Figure 1. Gate-type map (run 1).
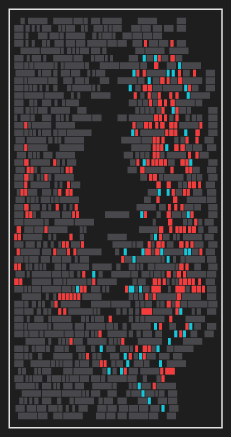
Figure 2. Sequential cells coloured by netlist name (run 1).
Other sequential cells in the stronger grey, the rest of the logic in the fainter grey.
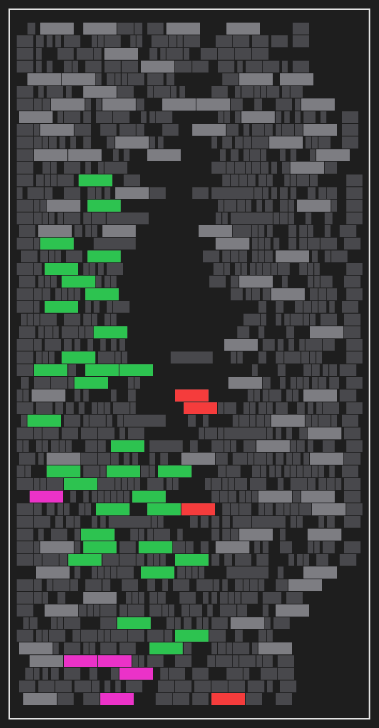
Figure 3. Clock routing (run 1).
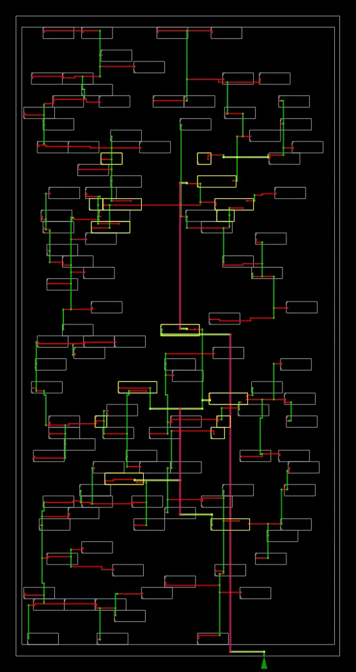
**config.mk**
```make
export PLATFORM = sky130hd
export DESIGN_NAME = jedro_1_lsu
export DESIGN_NICKNAME = d
export VERILOG_FILES = /design/src/rtl/jedro_1_lsu.sv
export SDC_FILE = /design/constraint.sdc
export NUM_CORES = 1
export LEC_CHECK = 0
export ABC_AREA = 1
export CAP_MARGIN = 20
export CORE_ASPECT_RATIO = 2
export CORE_UTILIZATION = 47
export DETAILED_ROUTE_END_ITERATION = 10
export PLACE_DENSITY = 0.9
export SLEW_MARGIN = 40
export SYNTH_ARGS = -nofsm -noshare
export SYNTH_HDL_FRONTEND = slang
export SYNTH_SLANG_ARGS = --single-unit
```
**constraint.sdc**
```tcl
create_clock -name clk_i -period 2.9 [get_ports clk_i]
set_input_delay 0.58 -clock clk_i [delete_from_list [all_inputs] [get_ports clk_i]]
set_output_delay 0.58 -clock clk_i [all_outputs]
set_load 0.02 [all_outputs]
```
**src/rtl/jedro_1_lsu.sv**
```systemverilog
// ============================================================================
// jedro_1_lsu : load-store unit controller for the jedro_1 RV32I core
// Revision    : 1.0
// ============================================================================
`default_nettype none

module jedro_1_lsu #(
   parameter int DATA_WIDTH     = 32,
   parameter int LSU_CTRL_WIDTH = 4,
   parameter int REG_ADDR_WIDTH = 5
) (
   input  logic                      clk_i,
   input  logic                      rst_i,
   input  logic                      ctrl_valid_i,
   input  logic [LSU_CTRL_WIDTH-1:0] ctrl_i,
   input  logic [DATA_WIDTH-1:0]     addr_i,
   input  logic [DATA_WIDTH-1:0]     wdata_i,
   input  logic [REG_ADDR_WIDTH-1:0] regdest_i,
   output logic                      ready_o,
   output logic [DATA_WIDTH-1:0]     rdata_o,
   output logic                      rdata_valid_o,
   output logic [REG_ADDR_WIDTH-1:0] regdest_o,
   output logic                      misaligned_o,
   output logic                      dmem_req_o,
   output logic                      dmem_we_o,
   output logic [3:0]                dmem_be_o,
   output logic [DATA_WIDTH-1:0]     dmem_addr_o,
   output logic [DATA_WIDTH-1:0]     dmem_wdata_o,
   input  logic                      dmem_gnt_i,
   input  logic                      dmem_rvalid_i,
   input  logic [DATA_WIDTH-1:0]     dmem_rdata_i
);

   typedef enum logic [1:0] {
      S_IDLE = 2'd0,
      S_REQ  = 2'd1,
      S_RESP = 2'd2,
      S_ERR  = 2'd3
   } state_t;

   state_t                      r_state;
   state_t                      w_next_state;
   logic [LSU_CTRL_WIDTH-1:0]   r_ctrl;
   logic [DATA_WIDTH-1:0]       r_addr;
   logic [DATA_WIDTH-1:0]       r_wdata;
   logic [REG_ADDR_WIDTH-1:0]   r_regdest;
   logic [DATA_WIDTH-1:0]       r_rdata;
   logic                        r_rdata_valid;

   logic                        w_illegal;
   logic [3:0]                  w_be;
   logic [DATA_WIDTH-1:0]       w_wdata_rep;
   logic [DATA_WIDTH-1:0]       w_shifted;
   logic [DATA_WIDTH-1:0]       w_load_data;

   // Legality is judged on the incoming request so no bus cycle is ever issued for it
   always_comb begin
      w_illegal = 1'b0;
      case (ctrl_i[2:0])
         3'b001, 3'b101: w_illegal = addr_i[0];
         3'b010:         w_illegal = (addr_i[1:0] != 2'b00);
         3'b011, 3'b110, 3'b111: w_illegal = 1'b1;
         default:        w_illegal = 1'b0;
      endcase
      if (ctrl_i[3] && ctrl_i[2])
         w_illegal = 1'b1;
   end

   always_comb begin
      w_next_state = r_state;
      case (r_state)
         S_IDLE: begin
            if (ctrl_valid_i)
               w_next_state = w_illegal ? S_ERR : S_REQ;
         end
         S_REQ: begin
            if (dmem_gnt_i)
               w_next_state = r_ctrl[3] ? S_IDLE : S_RESP;
         end
         S_RESP: begin
            if (dmem_rvalid_i)
               w_next_state = S_IDLE;
         end
         default: w_next_state = S_IDLE;
      endcase
   end

   always_comb begin
      w_be = 4'b0000;
      case (r_ctrl[1:0])
         2'b00:   w_be = 4'b0001 << r_addr[1:0];
         2'b01:   w_be = 4'b0011 << {r_addr[1], 1'b0};
         default: w_be = 4'b1111;
      endcase

      w_wdata_rep = r_wdata;
      case (r_ctrl[1:0])
         2'b00:   w_wdata_rep = {4{r_wdata[7:0]}};
         2'b01:   w_wdata_rep = {2{r_wdata[15:0]}};
         default: w_wdata_rep = r_wdata;
      endcase
   end

   // Bring the addressed lane down to bit 0, then extend per funct3
   always_comb begin
      w_shifted   = dmem_rdata_i >> {r_addr[1:0], 3'b000};
      w_load_data = w_shifted;
      case (r_ctrl[2:0])
         3'b000:  w_load_data = {{24{w_shifted[7]}},  w_shifted[7:0]};
         3'b001:  w_load_data = {{16{w_shifted[15]}}, w_shifted[15:0]};
         3'b100:  w_load_data = {24'h000000, w_shifted[7:0]};
         3'b101:  w_load_data = {16'h0000,   w_shifted[15:0]};
         default: w_load_data = w_shifted;
      endcase
   end

   always_ff @(posedge clk_i) begin
      if (rst_i) begin
         r_state       <= S_IDLE;
         r_ctrl        <= '0;
         r_addr        <= '0;
         r_wdata       <= '0;
         r_regdest     <= '0;
         r_rdata       <= '0;
         r_rdata_valid <= 1'b0;
      end else begin
         r_state       <= w_next_state;
         r_rdata_valid <= 1'b0;
         if (r_state == S_IDLE && ctrl_valid_i) begin
            r_ctrl    <= ctrl_i;
            r_addr    <= addr_i;
            r_wdata   <= wdata_i;
            r_regdest <= regdest_i;
         end
         if (r_state == S_RESP && dmem_rvalid_i) begin
            r_rdata       <= w_load_data;
            r_rdata_valid <= 1'b1;
         end
      end
   end

   assign ready_o       = (r_state == S_IDLE);
   assign misaligned_o  = (r_state == S_ERR);
   assign dmem_req_o    = (r_state == S_REQ);
   assign dmem_we_o     = (r_state == S_REQ) && r_ctrl[3];
   assign dmem_be_o     = (r_state == S_REQ) ? w_be : 4'b0000;
   assign dmem_addr_o   = {r_addr[DATA_WIDTH-1:2], 2'b00};
   assign dmem_wdata_o  = w_wdata_rep;
   assign rdata_o       = r_rdata;
   assign rdata_valid_o = r_rdata_valid;
   assign regdest_o     = r_regdest;

endmodule

`default_nettype wire

```
==> run_summary.xml, run 1 <==
<?xml version="1.0" encoding="UTF-8"?>
<metrics>
  <group name="run_status">
    <metric name="outcome" unit="">finished clean</metric>
  </group>
  <group name="final_timing">
    <metric name="post-route-period-util" unit="%">93.09</metric>
    <metric name="timing.max_slew.rel_slack" unit="%">54.43</metric>
    <metric name="setup_total_negative_slack" unit="ps">0</metric>
    <metric name="timing.final.crit_period" unit="ps">2700</metric>
    <metric name="slew_viol_final" unit="">0</metric>
    <metric name="hold_viol" unit="">0</metric>
  </group>
  <group name="power_and_ir_drop">
    <metric name="share_comb_of_total_power" unit="%">32.3</metric>
    <metric name="power.internal" unit="mW">2.892</metric>
    <metric name="share_clk_of_total_power" unit="%">27.9</metric>
    <metric name="power_leakage" unit="nW">3.260</metric>
    <metric name="pwr_density_cell" unit="nW/um2">582.9</metric>
    <metric name="netSwitchingFraction" unit="%">34.01</metric>
  </group>
  <group name="worst_setup_path">
    <metric name="worst_ep_arrival_time" unit="ps">2120</metric>
    <metric name="cp_data_required_time" unit="ps">2320</metric>
    <metric name="reg2reg_from" unit="">r_ctrl[0]</metric>
    <metric name="cp-end-kind" unit="">primary output</metric>
    <metric name="worstSetupStartpoint" unit="">r_ctrl[1]</metric>
    <metric name="timing.critical_path.to" unit="">dmem_wdata_o[28]</metric>
    <metric name="crit_path_start_kind" unit="">register</metric>
    <metric name="critical_path.most_common_cell" unit="">nand2_1</metric>
  </group>
  <group name="final_layout">
    <metric name="antenna_cells" unit="">0</metric>
    <metric name="lay_top_count" unit="">clkdlybuf4s50_1</metric>
    <metric name="syn2layout_area_growth" unit="%">41.75</metric>
    <metric name="final_cell_mix" unit="">217 x clkdlybuf4s50_1, 155 x nand2_1, 155 x nor2_1, 108 x dfxtp_1, 96 x o21ai_0</metric>
    <metric name="layout.nets" unit="">1044</metric>
  </group>
  <group name="cts">
    <metric name="cts_max_level" unit="">3</metric>
    <metric name="ctsHoldBuffers" unit="">0</metric>
    <metric name="clock_slew_at_the_register_clock_pins_of_the_worst_setup_and_hold_paths" unit="ps">80</metric>
  </group>
  <group name="yosys">
    <metric name="yosys.cell_types.count" unit="">26</metric>
    <metric name="synth.top_cells.by_count" unit="">155 x nand2_1, 155 x nor2_1, 108 x dfxtp_1</metric>
    <metric name="area_share_of_the_largest_cell_type_after_synthesis" unit="%">40.75</metric>
    <metric name="synthesis.area_per_instance" unit="um2">6.767</metric>
    <metric name="synth.cell_area" unit="um2">5305</metric>
    <metric name="synthFlopType" unit="">dfxtp_1</metric>
    <metric name="yosysSeqAreaShare" unit="%">40.75</metric>
    <metric name="ys_ff" unit="">108</metric>
    <metric name="async_reset_ff_share" unit="%">0</metric>
  </group>
  <group name="placement">
    <metric name="gp_routability_congestion" unit="">0.8587</metric>
  </group>
  <group name="flow_run">
    <metric name="drv.max_cap_violation_count" unit="">0</metric>
    <metric name="tool_warnings" unit="">26</metric>
  </group>
  <group name="floorplanning">
    <metric name="floorplan.die_area" unit="um2">11740</metric>
    <metric name="num_rows" unit="">54</metric>
    <metric name="chipWidth" unit="um">77.13</metric>
  </group>
  <group name="routing">
    <metric name="antenna_left" unit="">0</metric>
    <metric name="route.detailed.wl_per_inst" unit="um">15.00</metric>
    <metric name="routed_wl" unit="um">16190</metric>
  </group>
  <group name="global_routing">
    <metric name="grt_max_degree" unit="">67</metric>
    <metric name="globalRouteOverflowTotal" unit="">0</metric>
    <metric name="grt_antenna_before_repair" unit="">0</metric>
  </group>
  <group name="hold_path">
    <metric name="hold_class" unit="">register to register</metric>
    <metric name="hold-path-cell-count" unit="">2</metric>
    <metric name="timing.hold.worst_endpoint" unit="">r_wdata[15]</metric>
  </group>
</metrics>
About Figure 1:
[red] NAND gates | cells: 207
[cyan] inverters | cells: 50

About Figure 2:
[green] `r_wdata` | flops: 32
[red] `r_ctrl` | flops: 4
[magenta] `regdest_o` | flops: 5

About Figure 3:
final setup skew: 6.115 ps
CTS Buf Count: 9
final-layout clock buffer total: 10
num sequential: 108
clock-net power: 1.22 mW

## run 1: kinds of logic (layout without fill, tap and decap cells)
| kind of cell | Yosys count | after routing | synth area share [%] |
|---|---|---|---|
| simple gates | 372 | 372 | 28.54 |
| compound gates | 163 | 163 | 16.93 |
| buf+inv | 140 | 294 | 13.70 |
| flops | 108 | 108 | 40.75 |
| other cells | 1 | 2 | 0.07069 |
## run 1: power by group through the flow
stage               combinational [mW]  clock (mW)  sequential, mW
floorplan                        0.824           0            1.80
global placement                  1.39           0            1.77
detailed placement                1.41           0            1.78
CTS                               1.42        1.24            1.74
global route                      1.53        1.30            1.77
finish                            1.41        1.22            1.74
## run 1: stage by stage
stage | setup WS, ps | hold slack (ps) | power, mW | instances
detailed placement | 589.3 | 464.2 | 3.185 | 1063
CTS | 203.4 | 478.0 | 4.400 | 1079
global route | 102.4 | 503.7 | 4.600 | 1079
floorplan | 1097 | 444.8 | 2.626 | 785
finish | 200.3 | 481.4 | 4.383 | 1079
global placement | 639.3 | 460.7 | 3.158 | 1063
## run 1: final cells by class
| type | count | area, um2 |
|---|---|---|
| tap | 140 | 175.2 |
| fill | 913 | 3426 |
| timing repair buffer | 228 | 2280 |
| clock buffer | 10 | 239.0 |
| clock inverter | 6 | 53.80 |
| multi-input combinational | 537 | 2420 |
| sequential | 108 | 2162 |
| inverter | 50 | 190.2 |
## run 1: tightest hold or removal path: stages (launching register included)
cell     delay [ps]
dfxtp_1         300
inv_1            70
a21oi_1          60
## run 1: routing by layer
layer | share of wire, % | routed length, um | global-route usage [%] | up-vias
met4 | 4.9 | 792 | 15.18 | 0
li1 | - | - | - | 2752
met1 | 35 | 5616 | 27.13 | 2490
met3 | 5.8 | 931 | 4.731 | 48
met5 | 0 | 0 | 0 | -
met2 | 55 | 8845 | 52.76 | 245
Figure 4. Signal wires on met1 (run 1).
Supply wires on this layer in grey.
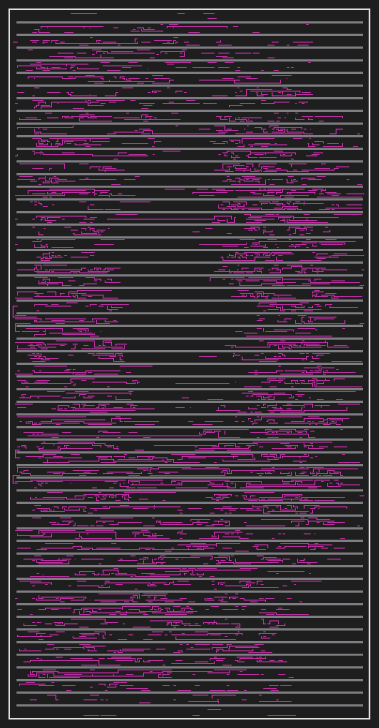

==> run 2: changes to the inputs <==
RECOVER_POWER = 25   (was unset)
Figure 5. Signal wires on met1 (run 2).
Supply wires on this layer in grey.
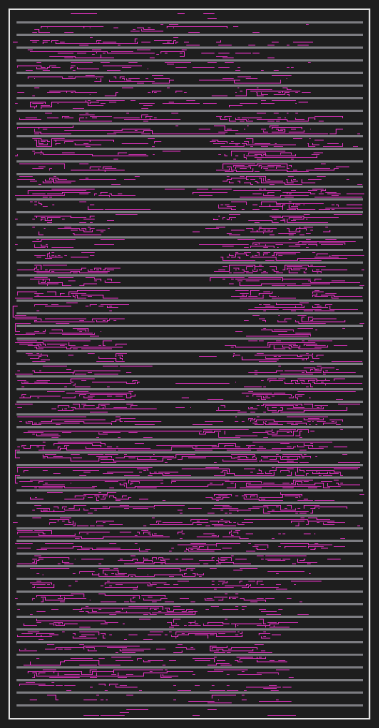
longest straight run: 37.3 um
share of all routed wire: 35%

Figure 6. Gate-type map (run 2).
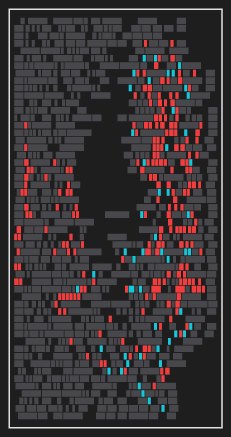
[red] NAND gates | cells: 207
[cyan] inverters | cells: 50

==> run_summary.xml, run 2 <==
<?xml version="1.0" encoding="UTF-8"?>
<metrics>
  <group name="run_status">
    <metric name="outcome" unit="">finished clean</metric>
  </group>
  <group name="yosys">
    <metric name="ys_ff" unit="">108</metric>
    <metric name="post_synth_xor_area_fraction" unit="%">0</metric>
    <metric name="synthFlopType" unit="">dfxtp_1</metric>
    <metric name="synth.cell_area" unit="um2">5305</metric>
    <metric name="async_reset_ff_share" unit="%">0</metric>
    <metric name="simple_gate_share" unit="%">28.54</metric>
    <metric name="area_share_of_the_largest_cell_type_after_synthesis" unit="%">40.75</metric>
    <metric name="yosysSeqAreaShare" unit="%">40.75</metric>
    <metric name="fa_ha_area_share" unit="%">0</metric>
    <metric name="netlist_instances" unit="">784</metric>
    <metric name="compound_area_share" unit="%">16.93</metric>
    <metric name="yosys.cell_types.count" unit="">26</metric>
    <metric name="mux_share" unit="%">0</metric>
    <metric name="largest_family_of_logic_cells_by_area" unit="">simple AND/OR/NAND/NOR gates</metric>
    <metric name="synth.top_cells.by_count" unit="">155 x nand2_1, 155 x nor2_1, 108 x dfxtp_1</metric>
    <metric name="synthesis.area_per_instance" unit="um2">6.767</metric>
  </group>
  <group name="flow_run">
    <metric name="tool_warnings" unit="">26</metric>
    <metric name="drv.max_cap_violation_count" unit="">0</metric>
  </group>
  <group name="worst_setup_path">
    <metric name="crit_path_start_kind" unit="">register</metric>
    <metric name="worst-path-stages" unit="">7</metric>
    <metric name="worst_ep_arrival_time" unit="ps">2110</metric>
    <metric name="max_stage_delay" unit="ps">600</metric>
    <metric name="cp-end-kind" unit="">primary output</metric>
    <metric name="timing.critical_path.to" unit="">dmem_wdata_o[28]</metric>
    <metric name="reg2reg_from" unit="">r_state[1]</metric>
    <metric name="cp_data_required_time" unit="ps">2320</metric>
    <metric name="worstSetupStartpoint" unit="">r_ctrl[1]</metric>
    <metric name="critical_path.most_common_cell" unit="">nand2_1</metric>
  </group>
  <group name="power_and_ir_drop">
    <metric name="share_clk_of_total_power" unit="%">28.0</metric>
    <metric name="irDropWorstVdd" unit="mV">0.3934</metric>
    <metric name="share_comb_of_total_power" unit="%">32.2</metric>
    <metric name="netSwitchingFraction" unit="%">34.00</metric>
    <metric name="power.internal" unit="mW">2.889</metric>
    <metric name="pwr_density_cell" unit="nW/um2">583.6</metric>
  </group>
  <group name="floorplanning">
    <metric name="floorplan.io_pins" unit="">220</metric>
    <metric name="floorplan.die_area" unit="um2">11740</metric>
    <metric name="num_rows" unit="">54</metric>
  </group>
  <group name="placement">
    <metric name="dp_slack" unit="ps">589.3</metric>
    <metric name="gp_routability_congestion" unit="">0.8587</metric>
  </group>
  <group name="final_timing">
    <metric name="hold_viol" unit="">0</metric>
    <metric name="hold_ws" unit="ps">483.9</metric>
    <metric name="timing.final.crit_period" unit="ps">2694</metric>
    <metric name="slew_viol_final" unit="">0</metric>
    <metric name="timing.final.ws_setup" unit="ps">206.2</metric>
    <metric name="timing.max_slew.rel_slack" unit="%">22.68</metric>
    <metric name="finClkSkew" unit="ps">5.873</metric>
    <metric name="setup_total_negative_slack" unit="ps">0</metric>
    <metric name="post-route-period-util" unit="%">92.89</metric>
  </group>
  <group name="final_layout">
    <metric name="final_cell_mix" unit="">212 x clkdlybuf4s50_1, 156 x nand2_1, 155 x nor2_1, 108 x dfxtp_1, 97 x o21ai_0</metric>
    <metric name="lay_top_count" unit="">clkdlybuf4s50_1</metric>
    <metric name="syn2layout_area_growth" unit="%">41.39</metric>
    <metric name="drive_above_1_share" unit="%">4.366</metric>
    <metric name="layout.nets" unit="">1044</metric>
    <metric name="antenna_cells" unit="">0</metric>
  </group>
  <group name="cts">
    <metric name="clock_slew_at_the_register_clock_pins_of_the_worst_setup_and_hold_paths" unit="ps">70</metric>
    <metric name="cts_max_level" unit="">3</metric>
    <metric name="ctsHoldBuffers" unit="">0</metric>
    <metric name="cts_made_buffers" unit="">9</metric>
  </group>
  <group name="hold_path">
    <metric name="hold_class" unit="">register to register</metric>
  </group>
  <group name="routing">
    <metric name="route.detailed.wl_per_inst" unit="um">14.99</metric>
    <metric name="drt_iter0_drc" unit="">303</metric>
    <metric name="routed_wl" unit="um">16170</metric>
    <metric name="viasPerCell" unit="">5.147</metric>
    <metric name="antenna_left" unit="">0</metric>
  </group>
  <group name="global_routing">
    <metric name="grt_antenna_before_repair" unit="">0</metric>
    <metric name="grt_max_degree" unit="">67</metric>
    <metric name="globalRouteOverflowTotal" unit="">0</metric>
  </group>
</metrics>
run 2: cell types whose count changed in the layout (fill, tap and decap cells not counted), sizes merged:
| cell | change |
|---|---|
| clkbuf | +2 |
| dlygate4sd3 | +5 |
| clkdlybuf4s50 | -5 |
| buf | -2 |
run 2: how the worst min path moves through the flow:
stage | from | endpoint | depth (start not counted)
2_1_floorplan | r_wdata[13] | r_wdata[13] | 2
3_3_place_gp | r_addr[18] | r_addr[18] | 2
3_5_place_dp | r_wdata[13] | r_wdata[13] | 2
4_1_cts | r_wdata[13] | r_wdata[13] | 2
5_1_grt | r_addr[20] | r_addr[20] | 2
6_report | r_addr[20] | r_addr[20] | 2
run 2: power by group through the flow:
stage | registers (mW) | logic, mW | clock network, mW
after floorplan | 1.80 | 0.824 | 0
after global placement | 1.77 | 1.39 | 0
after detailed placement | 1.78 | 1.41 | 0
after CTS | 1.74 | 1.42 | 1.24
after global routing | 1.76 | 1.53 | 1.30
final | 1.74 | 1.41 | 1.23
run 2: worst register-to-register path: stages, from the launching register on:
cell and delay [ps]:
dfxtp_1 460, nor2_4 80, nand2_1 850, inv_1 200, buf_12 270, nor2_1 160, nor2_1 70
run 2: cell type report:
class                      instances  area [um2]
timing repair buffer             228        2273
clock buffer                      10       239.0
tap                              140       175.2
multi-input combinational        537        2407
fill                             917        3445
clock inverter                     6       53.80
sequential                       108        2162
inverter                          50       190.2
run 2: metrics by stage:
stage               total power [mW]  std cells  cell area [um2]
finish                         4.377       1079             7501
CTS                            4.400       1079             7520
global placement               3.158       1063             7227
floorplan                      2.626        785             5309
global route                   4.594       1079             7501
detailed placement             3.185       1063             7227
run 2: metal layers:
metal	wire [um]	vias up	global-route usage, %
met5	0	-	0
met4	800	0	15.18
met1	5594	2495	27.13
li1	-	2748	-
met2	8808	261	52.76
met3	967	50	4.731
Power and IR drop assume default switching activity.
